Figure 1. Routing congestion map (run 1).
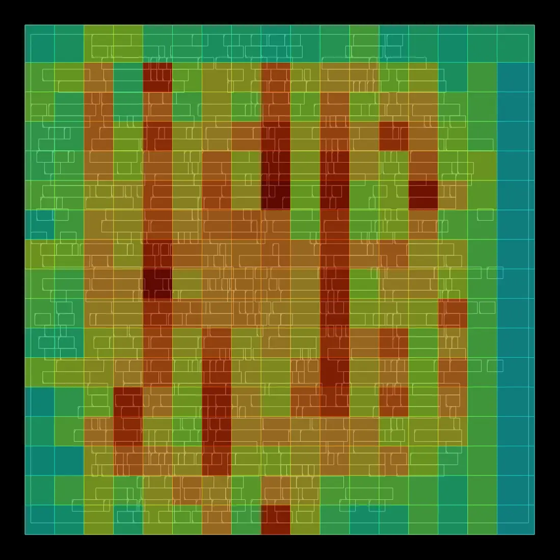
Figure 2. M2 wires (run 1).
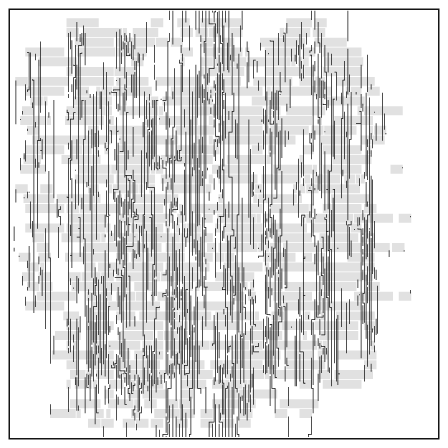
Figure 3. Where the registers sit (run 1).
Other sequential cells in the stronger grey, the rest of the logic in the fainter grey.
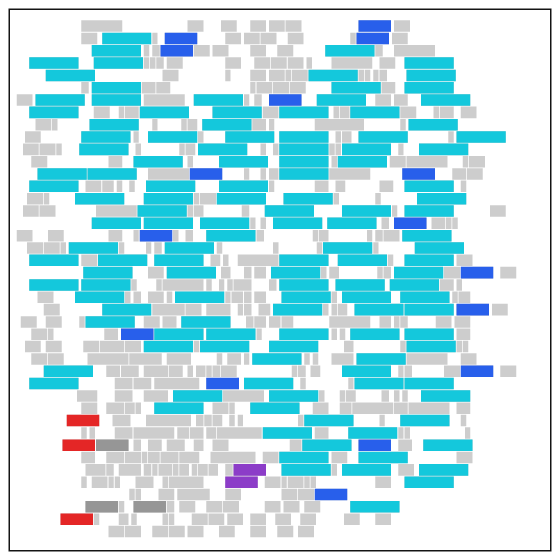
[src/rtl/ram_port_arbiter_pkg.sv]
// Shared defaults and controller state encoding for the two-client RAM port arbiter.
package ram_port_arbiter_pkg;

   localparam int WIDTH_DEF  = 16;
   localparam int DEPTH_DEF  = 8;
   localparam int ADDR_W_DEF = 3;

   localparam logic [0:0] ST_INIT = 1'b0;
   localparam logic [0:0] ST_RUN  = 1'b1;

endpackage

[src/rtl/ram_port_arbiter_rr_arb2.sv]
// Two-client round-robin arbiter; a tie goes to the client that was not granted last.
module rr_arb2 (
   input  logic [1:0] req,
   input  logic       last,
   input  logic       enable,
   output logic [1:0] gnt
);

   // Grant decode: single requester wins outright, tie resolved against the last winner
   always_comb begin
      gnt = 2'b00;
      if (enable) begin
         case (req)
            2'b01:   gnt = 2'b01;
            2'b10:   gnt = 2'b10;
            2'b11:   gnt = last ? 2'b01 : 2'b10;
            default: gnt = 2'b00;
         endcase
      end else begin
         gnt = 2'b00;
      end
   end

endmodule

[src/rtl/ram_port_arbiter.sv]
// Single-port RAM shared by two clients; clears itself after reset, then arbitrates round-robin.
module ram_port_arbiter
   import ram_port_arbiter_pkg::*;
#(
   parameter int WIDTH  = WIDTH_DEF,
   parameter int DEPTH  = DEPTH_DEF,
   parameter int ADDR_W = ADDR_W_DEF
) (
   input  logic              clk,
   input  logic              reset,
   input  logic [1:0]        req,
   input  logic [1:0]        we,
   input  logic [ADDR_W-1:0] addr0,
   input  logic [ADDR_W-1:0] addr1,
   input  logic [WIDTH-1:0]  wdata0,
   input  logic [WIDTH-1:0]  wdata1,
   output logic [1:0]        gnt,
   output logic [1:0]        rvalid,
   output logic [WIDTH-1:0]  rdata,
   output logic              init_done
);

   localparam logic [ADDR_W-1:0] CNT_LAST = ADDR_W'(DEPTH - 1);

   logic [WIDTH-1:0]  mem [DEPTH];
   logic [0:0]        state;
   logic [ADDR_W-1:0] cnt;
   logic              last;
   logic              enable;
   logic [ADDR_W-1:0] acc_addr;
   logic [WIDTH-1:0]  acc_wdata;
   logic              acc_we;
   logic              wr_en;

   // Reset gates the grant combinationally so no access can slip through on a reset edge
   assign enable = init_done & ~reset;
   assign wr_en  = (|gnt) & acc_we;

   rr_arb2 u_arb (
      .req    (req),
      .last   (last),
      .enable (enable),
      .gnt    (gnt)
   );

   // Route the winning client's operation onto the single memory port
   always_comb begin
      acc_addr  = addr0;
      acc_wdata = wdata0;
      acc_we    = we[0];
      if (gnt[1]) begin
         acc_addr  = addr1;
         acc_wdata = wdata1;
         acc_we    = we[1];
      end else begin
         acc_addr  = addr0;
         acc_wdata = wdata0;
         acc_we    = we[0];
      end
   end

   // Memory array: cleared word by word during INIT, otherwise written by granted writes
   always_ff @(posedge clk) begin
      if (!reset && state == ST_INIT) begin
         mem[cnt] <= {WIDTH{1'b0}};
      end else if (wr_en) begin
         mem[acc_addr] <= acc_wdata;
      end
   end

   // Controller: clear sequencing, round-robin history and registered read return
   always_ff @(posedge clk) begin
      if (reset) begin
         state     <= ST_INIT;
         cnt       <= {ADDR_W{1'b0}};
         init_done <= 1'b0;
         last      <= 1'b1;
         rvalid    <= 2'b00;
         rdata     <= {WIDTH{1'b0}};
      end else begin
         case (state)
            ST_INIT: begin
               rvalid <= 2'b00;
               cnt    <= cnt + ADDR_W'(1);
               if (cnt == CNT_LAST) begin
                  state     <= ST_RUN;
                  init_done <= 1'b1;
               end
            end
            ST_RUN: begin
               rvalid <= 2'b00;
               if (|gnt) begin
                  last <= gnt[1];
                  if (!acc_we) begin
                     rdata  <= mem[acc_addr];
                     rvalid <= gnt;
                  end
               end
            end
            default: begin
               state     <= ST_INIT;
               cnt       <= {ADDR_W{1'b0}};
               init_done <= 1'b0;
               rvalid    <= 2'b00;
            end
         endcase
      end
   end

endmodule

[config.mk]
export PLATFORM = sky130hd
export DESIGN_NAME = ram_port_arbiter
export DESIGN_NICKNAME = d
export VERILOG_FILES = /design/src/rtl/ram_port_arbiter_pkg.sv /design/src/rtl/ram_port_arbiter_rr_arb2.sv /design/src/rtl/ram_port_arbiter.sv
export SDC_FILE = /design/constraint.sdc
export NUM_CORES = 1
export LEC_CHECK = 0
export ABC_CLOCK_PERIOD_IN_PS = 3900
export CAP_MARGIN = 25
export CORE_UTILIZATION = 45
export DETAILED_ROUTE_END_ITERATION = 8
export GPL_TIMING_DRIVEN = 0
export PLACE_DENSITY_LB_ADDON = 0.25
export SYNTH_ARGS = -nofsm -noshare
export SYNTH_HDL_FRONTEND = slang
export SYNTH_HIERARCHICAL = 1
export SYNTH_SLANG_ARGS = --single-unit
[constraint.sdc]
create_clock -name clk -period 3.9 [get_ports clk]
set_input_delay 0.78 -clock clk [delete_from_list [all_inputs] [get_ports clk]]
set_output_delay 0.78 -clock clk [all_outputs]
set_load 0.03 [all_outputs]
==> results_dict.tcl, run 1 <==
# implementation run metrics
set metrics [dict create \
    status "finished, final reports clean" \
    setup_tns_ns 0 \
    num-clock-buffers 18 \
    synth-seq-cells 152 \
    dr_wl_met2_um 7650 \
    hold_path_depth 1 \
    cpPeakStageDelay_ns 0.48 \
    max_freq_mhz 267 \
    ys_seq_share 0.700 \
    dp_hpwl_um 9810 \
    vias_per_cell 5.62 \
    fin_ws_ns 0.148 \
    dr_wl_met3_um 838 \
    nFlopsAndLatches 152 \
    p_switching_w 0.000836 \
    clock_latency_ns 0.43 \
    post-route-period-util 0.962 \
    drc 0 \
    finalHoldViolations 0 \
    crit_family "buffers and inverters" \
    holdCritStartpoint "rdata[2]" \
    end_kind "flip-flop" \
    fa_ha_area_frac 0.00405 \
    ctsResizeCount 0 \
    logic_gate_count 266 \
    mux_area_frac 0.0626 \
    cp.buffers_inverters 4 \
    whs_ns 0.469 \
    path_clk_slew_ns 0.06 \
    r2r_setup_slack_ns 0.84 \
    dp.cells 695 \
    grt_max_degree 17 \
    p_total_w 0.00364 \
    startpoint_type "input port" \
    syn_to_final_growth_pct 26.8 \
    numCtsBuffers 17 \
    hold_end "rdata[2]" \
    grt.met3_usage 0.0493 \
    initial_utilization 0.465 \
    clock-root-buffer "clkbuf_16" \
    buffer_area_frac 0.122 \
    r2r_start "init_done" \
    fill_cells 1013 \
    powerDensity_nw_per_um2 464 \
    stdcell_area_um2 7830 \
    die_area_um2 14200 \
    drt_first_pass_iters 5 \
    yosysChipArea_um2 6180 \
    regMostFlops "mem" \
    cp.arrival_ns 3.89 \
    report.final.slew_viol_count 0 \
    top_layer_used "met4" \
    synthFlopType "edfxtp_1" \
    clock_power_share 0.437 \
    coreArea_um2 13300 \
    reg2reg_depth 9 \
    cts_tree "done" \
    clockBufferDepth 2 \
    cp.depth 11 \
    crit_path_start "reset" \
    p_leak_nw 2.65 \
    setup_viol 0 \
    finalNonFillerCells 729 \
]
Notes on Figure 1 above:
final core utilization: 0.589
Tot GR Track Use: 0.217
GR Util met1: 0.261
met2 GRT Util: 0.370
grt peak-use layer: met2

Notes on Figure 2 above:
The layer carries 7650 um of wire. 490 nets have wire on it. The layer holds 52% of the routed length.
routed via count: 4095
final wirelength: 14600 um

Notes on Figure 3 above:
mem: in cyan, placed flops 128. rdata: in blue, placed flops 16. cnt: in red, placed flops 3. rvalid: in purple, placed flops 2.
Another 3 sequential cells are not coloured.
FF+latch area: 4320 um2
P_seq: 0.00181 W
sequential share of cell area: 0.552

==> run 2, diff against run 1 <==
Settings changed: GPL_TIMING_DRIVEN 0 to not set.
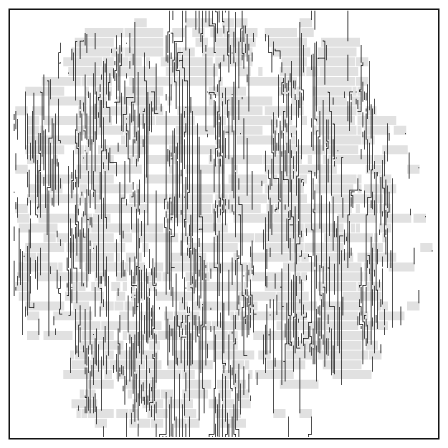
Figure 4: run 2, M2 wires.
The layer carries 7270 um of wire. The wires run mostly vertical.
routed via count: 4045
met2 GRT Util: 0.356
final wirelength: 14100 um

==> results_dict.tcl, run 2 <==
# implementation run metrics
set metrics [dict create \
    num-clock-buffers 22 \
    status "finished, final reports clean" \
    dp.cells 692 \
    syn_to_final_growth_pct 25.0 \
    p_switching_w 0.000741 \
    register_area_um2 4320 \
    drc 0 \
    mux_area_frac 0.0626 \
    final_core_util 0.580 \
    setup_tns_ns 0 \
    logic_gate_count 266 \
    cp.arrival_ns 2.58 \
    path_clk_slew_ns 0.06 \
    drt_first_pass_iters 6 \
    grt_max_degree 37 \
    dr_wl_met3_um 655 \
    grt.met3_usage 0.0421 \
    initial_utilization 0.465 \
    numCtsBuffers 17 \
    hold_end "rdata[5]" \
    report.final.slew_viol_count 0 \
    dr_wl_met2_um 7270 \
    yosysChipArea_um2 6180 \
    setup_viol 0 \
    die_area_um2 14200 \
    nFlopsAndLatches 152 \
    reg2reg_depth 8 \
    stdcell_area_um2 7720 \
    powerDensity_nw_per_um2 480 \
    finalNonFillerCells 724 \
    clock-root-buffer "clkbuf_16" \
    p_total_w 0.00371 \
    max_freq_mhz 298 \
    crit_family "buffers and inverters" \
    whs_ns 0.467 \
    grt_use_total 0.213 \
    hold_path_depth 1 \
    synth-seq-cells 152 \
    fill_cells 1046 \
    post-route-period-util 0.861 \
    cp.depth 5 \
]
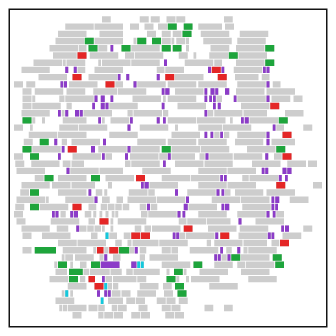
Figure 5: run 2, gate families picked out.
multiplexers: in green, cells 38, where widely spread. AND-OR and OR-AND gates: in red, cells 23. NAND gates: in purple, cells 120. inverters: in cyan, cells 6.

Power and IR drop assume default switching activity.
